==> src/rtl/reg_write_arbiter.sv <==
// reg_write_arbiter: two-requester write arbiter in front of a 16-entry
// register file, with a sequenced clear that walks all entries to zero.
//
// Optional feature: define REG_WRITE_ARB_RR_EN to resolve simultaneous
// requests round-robin (the requester not granted most recently wins).
// Without it, requester 0 always wins ties and no last-winner state exists.
//
// Handshake: reqN is a level request that the requester holds high until it
// sees gntN. gntN is combinational and the write of buswN to entry rwN
// commits at the same rising edge, so a requester drops reqN (or presents its
// next write) in the cycle after gntN was high.
//
// The FSM state is observable on busy (busy == state is CLEAR).

`default_nettype none

module reg_write_arbiter #(
    parameter int WIDTH = 4
) (
    input  logic             clk,
    input  logic             rst,
    input  logic             req0,
    input  logic [3:0]       rw0,
    input  logic [WIDTH-1:0] busw0,
    input  logic             req1,
    input  logic [3:0]       rw1,
    input  logic [WIDTH-1:0] busw1,
    input  logic             clr_start,
    input  logic [3:0]       ra,
    output logic             gnt0,
    output logic             gnt1,
    output logic             busy,
    output logic [WIDTH-1:0] q
);

    localparam logic [0:0] ST_IDLE  = 1'b0;
    localparam logic [0:0] ST_CLEAR = 1'b1;

    logic [0:0]       state_q, state_d;
    logic [3:0]       ptr_q, ptr_d;
    logic [WIDTH-1:0] mem_q [16];
    logic [WIDTH-1:0] mem_d [16];
    logic             prefer0;

`ifdef REG_WRITE_ARB_RR_EN
    // 1 means requester 1 won the last grant, so requester 0 wins the next tie.
    logic last_winner_q, last_winner_d;
    assign prefer0 = last_winner_q;
`else
    assign prefer0 = 1'b1;
`endif

    // Grants only in IDLE, never in reset, and never in the cycle a clear starts.
    always_comb begin
        gnt0 = 1'b0;
        gnt1 = 1'b0;
        if (!rst && (state_q == ST_IDLE) && !clr_start) begin
            if (req0 && (!req1 || prefer0)) begin
                gnt0 = 1'b1;
            end else if (req1) begin
                gnt1 = 1'b1;
            end
        end
    end

    // Next-state: granted write in IDLE, or one zeroed entry per cycle in CLEAR.
    always_comb begin
        state_d = state_q;
        ptr_d   = ptr_q;
        mem_d   = mem_q;
`ifdef REG_WRITE_ARB_RR_EN
        last_winner_d = last_winner_q;
`endif
        case (state_q)
            ST_IDLE: begin
                if (clr_start) begin
                    state_d = ST_CLEAR;
                    ptr_d   = 4'd0;
                end else if (gnt0) begin
                    mem_d[rw0] = busw0;
`ifdef REG_WRITE_ARB_RR_EN
                    last_winner_d = 1'b0;
`endif
                end else if (gnt1) begin
                    mem_d[rw1] = busw1;
`ifdef REG_WRITE_ARB_RR_EN
                    last_winner_d = 1'b1;
`endif
                end
            end
            ST_CLEAR: begin
                mem_d[ptr_q] = '0;
                ptr_d        = ptr_q + 4'd1;
                if (ptr_q == 4'd15) begin
                    state_d = ST_IDLE;
                end
            end
            default: begin
                state_d = ST_IDLE;
                ptr_d   = 4'd0;
            end
        endcase
    end

    // State registers; reset clears every entry at once and aborts any clear.
    always_ff @(posedge clk) begin
        if (rst) begin
            state_q <= ST_IDLE;
            ptr_q   <= 4'd0;
            for (int i = 0; i < 16; i++) begin
                mem_q[i] <= '0;
            end
`ifdef REG_WRITE_ARB_RR_EN
            last_winner_q <= 1'b1;
`endif
        end else begin
            state_q <= state_d;
            ptr_q   <= ptr_d;
            for (int i = 0; i < 16; i++) begin
                mem_q[i] <= mem_d[i];
            end
`ifdef REG_WRITE_ARB_RR_EN
            last_winner_q <= last_winner_d;
`endif
        end
    end

    assign busy = (state_q == ST_CLEAR);
    assign q    = mem_q[ra];

endmodule

`default_nettype wire

==> config.mk <==
export PLATFORM = sky130hd
export DESIGN_NAME = reg_write_arbiter
export DESIGN_NICKNAME = d
export VERILOG_FILES = /design/src/rtl/reg_write_arbiter.sv
export SDC_FILE = /design/constraint.sdc
export NUM_CORES = 1
export LEC_CHECK = 0
export CAP_MARGIN = 0
export CORE_MARGIN = 1.5
export CORE_UTILIZATION = 53
export CTS_CLUSTER_DIAMETER = 80
export DETAILED_ROUTE_END_ITERATION = 8
export PLACE_DENSITY = 0.72
export SLEW_MARGIN = 20
export SYNTH_ARGS = -nofsm -noshare
export SYNTH_HDL_FRONTEND = slang
export SYNTH_SLANG_ARGS = --single-unit
==> constraint.sdc <==
create_clock -name clk -period 3 [get_ports clk]
set_input_delay 0.6 -clock clk [delete_from_list [all_inputs] [get_ports clk]]
set_output_delay 0.6 -clock clk [all_outputs]
set_load 0.005 [all_outputs]
==> ci_impl_report.md, run 1 <==
## PnR job results

| Metric | Value |
|---|---|
| Clock root cell | clkbuf_8 |
| Most flops, register | mem_q |
| Cell Type Count | 53 |
| Total number of vias | 5560 |
| Die height | 102 um |
| Final non-clock buffer share | 14.2% |
| Top class by area | combinational gates |
| Metal2 WL | 8190 um |
| RSZ-0062 raised after global routing | no |
| TritonCTS clock tree | yes |
| Cells after Synth | 597 |
| Top pwr grp | registers |
| Grt ovf | 0 |
| Clk power | 0.000761 W |
| Via density | 7.21 |
| Synth Cell Area | 5150 um2 |
| Synth mux share | 8.95% |
| Fmax | 351 MHz |
| Clock-pin slew on the worst setup and hold paths | 70 ps |
| Max FFs per register | 64 |
| Final Slew Violations | 0 |
| Cell with the most instances after synthesis | dfxtp_1 |
| GR Layer Usage met2 | 57.5% |
| Worst-path fanout max | 7 |
| Largest net degree at the start of global routing | 48 |
| HPWL after DPL | 14000 um |
| Post-synth EDFFs | 0 |
| Final setup vio count | 0 |
| Max Cap Violations | 0 |
| CP max stage delay | 500 ps |
| Hold crit path type | flip-flop to flip-flop |
| Initial antenna violation count | 0 |
| Syn Area/Cell | 8.62 um2 |
| Met3 usage | 11.2% |
| Synth Warn # | 0 |
| CP Cell Sequence | clkbuf_2 > bufbuf_16 > mux4_2 > mux4_2 > dlygate4sd2_1 |
| List of most frequent post-synthesis cells | 69 x dfxtp_1, 51 x a21oi_1, 48 x nand3_1, 35 x clkbuf_1, 30 x o21ai_0 |
| Syn_nets | 626 |
| Final Cell Area | 6000 um2 |
| Chip area | 10300 um2 |
| Worst setup path startpoint | ra[0] |
| Leakage | 2.06 nW |
| Top cell area share | 26.8% |
| Top sig layer | met4 |
| Worst Reg-to-Reg Cells | 5 |
| Worst path bufs/invs | 3 |
| TritonCTS buffer count | 9 |
| GRT busiest layer | met2 |
| Internal Power | 0.00147 W |
| Repair and plain buffers | 98 |
| Final clock-cell share | 3.07% |
| Clock power frac | 35.9% |
| Pre-antenna DRT Iters | 5 |
| Worst reg2reg startpoint | busy |
| Storage cell area | 1380 um2 |
| Worst Hold End | mem_q[49] |
| Hold WS | 494 ps |
| CP top delay family | multiplexers |
| FF-to-FF setup slack | 820 ps |
| FFs & Latches | 69 |
| Crit path arrival time | 2250 ps |
| Register share after synthesis | 26.8% |
| Basic Gates by Area | 24.9% |
| Setup slack at placement | -355 ps |
| # resized after CTS | 8 |
| Status | finished, final reports clean |
| Slew headroom | 55.3% |
| Worst-margin pin slew | 668 ps |
| Power share of the sequential group | 44.1% |
| Core Area | 9330 um2 |
| Skew final | 10.4 ps |
| Floorplan Utilization | 55.2% |
| Critical Path Stages | 5 |
| Final #Nets | 666 |
| DRC | 0 |
| P_sw | 0.000646 W |
| Yosys cell count | 597 |
| Tool warnings | 29 |
| Comb area leader | AND-OR/OR-AND gates |
| Setup ws final | 153 ps |
| YS chip area | 5150 um2 |
| Hold path depth | 2 |
| Inverters, non-clock | 29 |
| ANT nets after route | 0 |
| Critical path capture point type | output pin |
| Skew-Pair Late Insertion Delay | 360 ps |
| Hold-fix buffers, CTS | 0 |
| TNS Setup | 0 ps |
| Global-route wire length before repair | 29400 um |
| WL/cell | 24.5 um |
| DP Cell Count | 750 |
| Combinational Area | 3310 um2 |
| Crit-path slowest cell | mux4_2 |
| Max VDD drop | 0.361 mV |
| Diodes inserted | 0 |
| Synth area leader | dfxtp_1 |
| Seq power | 0.000934 W |
| GRT Total Usage | 38.0% |
| Critical path's most frequent cell | mux4_2 |
| Adder share | 0.973% |
| Combinational share of cell area | 55.1% |
| Clk_buf instances | 12 |
| Met1 GRT Util | 50.5% |
| Reg2reg end | mem_q[19] |
| Main flop type | dfxtp_1 |
| Ys flops | 69 |
| Vias in the first global route | 5206 |
| M1 WL | 7230 um |
| H-tree depth | 3 |
| Xor+xnor area frac | 0% |
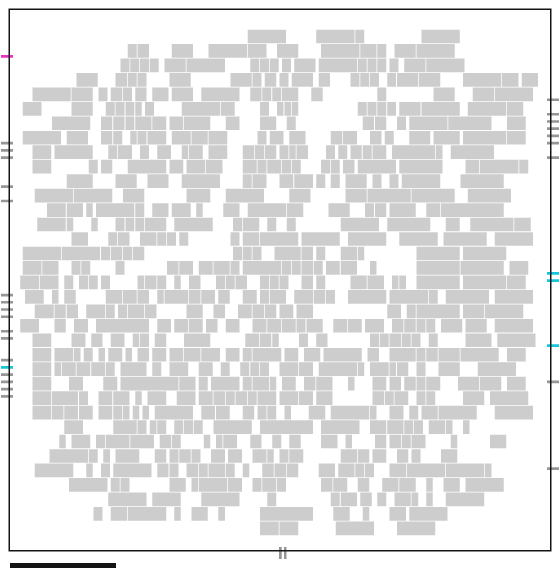
**Above:** run 1 (ports around the boundary).
The bar under the picture is 20 um long. Pins as bars across the die edge, other pins in grey.
colour	port	pins	direction	edge
cyan	busw0	4	input	3 east, 1 west
magenta	clk	1	input	west

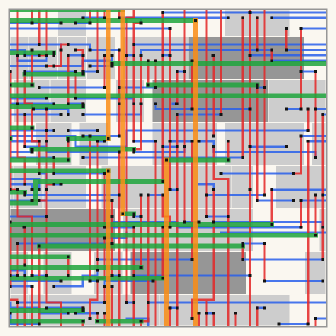
**Above:** run 1 (zoomed window).
Window x 66 to 86, y 66 to 86 um. Cells in grey, sequential cells in the stronger grey; small squares are vias.
colour	layer
blue	met1
orange	met4
green	met3
red	met2
most frequent	nand3_1 (5), a21oi_1 (5)
netlist names of flops here include	mem_q (4)
sequential cells in the window	4
cells with their middle in the window	27

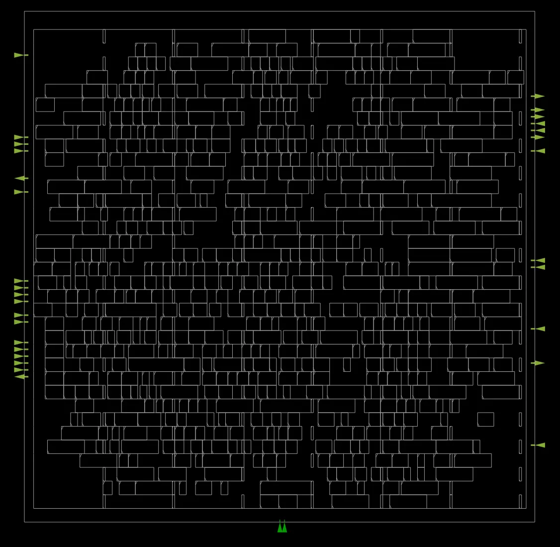
**Above:** run 1 (cell outlines without signal wires).
Seq/total area: 23.0%
num rows: 35
Post-Route Utilization: 64.3%
count of non-filler cells in the finished layout: 771
n_taps: 129

--- run 2 (diff from run 1) ---
--- a/config.mk
+++ b/config.mk
@@ -11,6 +11,7 @@
 export CTS_CLUSTER_DIAMETER = 80
 export DETAILED_ROUTE_END_ITERATION = 8
 export PLACE_DENSITY = 0.72
+export RECOVER_POWER = 25
 export SLEW_MARGIN = 20
 export SYNTH_ARGS = -nofsm -noshare
 export SYNTH_HDL_FRONTEND = slang
==> run 2 against run 1 <==
- power down 0.28%
- worst hold slack worse by 0.77 ps
- cell area fell by 0.56%
- largest power group unchanged
==> ci_impl_report.md, run 2 <==
## PnR job results

| Metric | Value |
|---|---|
| Status | finished, final reports clean |
| Register share after synthesis | 26.8% |
| Diodes inserted | 0 |
| DP Cell Count | 750 |
| H-tree depth | 3 |
| Worst path bufs/invs | 3 |
| Syn_nets | 626 |
| Crit-path slowest cell | mux4_2 |
| Synth area leader | dfxtp_1 |
| Top class by area | combinational gates |
| Post-Route Utilization | 64.0% |
| WL/cell | 24.5 um |
| Xor+xnor area frac | 0% |
| Post-synth EDFFs | 0 |
| Final setup vio count | 0 |
| Skew final | 8.37 ps |
| RSZ-0062 raised after global routing | no |
| Setup ws final | 155 ps |
| Vias in the first global route | 5206 |
| TritonCTS clock tree | yes |
| Combinational Area | 3300 um2 |
| Tool warnings | 29 |
| Max VDD drop | 0.353 mV |
| Synth mux share | 8.95% |
| Via density | 7.23 |
| Met3 usage | 11.2% |
| Grt ovf | 0 |
| Ys flops | 69 |
| Storage cell area | 1380 um2 |
| Reg2reg end | mem_q[3] |
| FFs & Latches | 69 |
| Final clock-cell share | 3.08% |
| Top cell area share | 26.8% |
| Cell Type Count | 53 |
| Total number of vias | 5575 |
| Clk power | 0.000758 W |
| Metal2 WL | 8100 um |
| Worst reg2reg startpoint | busy |
| GRT Total Usage | 38.0% |
| Comb area leader | AND-OR/OR-AND gates |
| Syn Area/Cell | 8.62 um2 |
| Cell with the most instances after synthesis | dfxtp_1 |
| # resized after CTS | 8 |
| Critical path capture point type | output pin |
| Final non-clock buffer share | 13.9% |
| Core Area | 9330 um2 |
| TritonCTS buffer count | 9 |
| CP max stage delay | 490 ps |
| Power share of the sequential group | 44.3% |
| Clk_buf instances | 12 |
| P_sw | 0.000643 W |
| GR Layer Usage met2 | 57.5% |
| Chip area | 10300 um2 |
| Count of non-filler cells in the finished layout | 771 |
| Inverters, non-clock | 29 |
| TNS Setup | 0 ps |
| FF-to-FF setup slack | 530 ps |
| Final Cell Area | 5970 um2 |
| Critical path's most frequent cell | mux4_2 |
| Worst setup path startpoint | ra[0] |
| Initial antenna violation count | 0 |
| Worst-margin pin slew | 694 ps |
| Yosys cell count | 597 |
| N_taps | 129 |
| Critical Path Stages | 5 |
| Floorplan Utilization | 55.2% |
| M1 WL | 7310 um |
| Hold crit path type | flip-flop to flip-flop |
| HPWL after DPL | 14000 um |
| Most flops, register | mem_q |
| YS chip area | 5150 um2 |
| Adder share | 0.973% |
| Combinational share of cell area | 55.2% |
| Num rows | 35 |
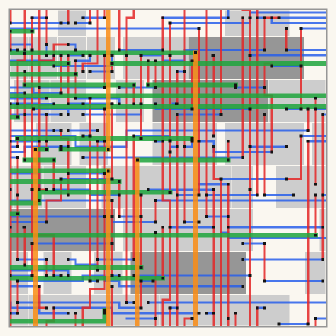
**Above:** run 2 (zoomed window).
Window x 66 to 86, y 66 to 86 um. Cells in grey, sequential cells in the stronger grey; small squares are vias.
colour	layer
green	met3
red	met2
blue	met1
orange	met4
netlist names of flops here include	mem_q (4)
cells with their middle in the window	27
most frequent	nand3_1 (5), a21oi_1 (5)
sequential cells in the window	4

No activity file was given, so power comes from the tool's default toggle rates.
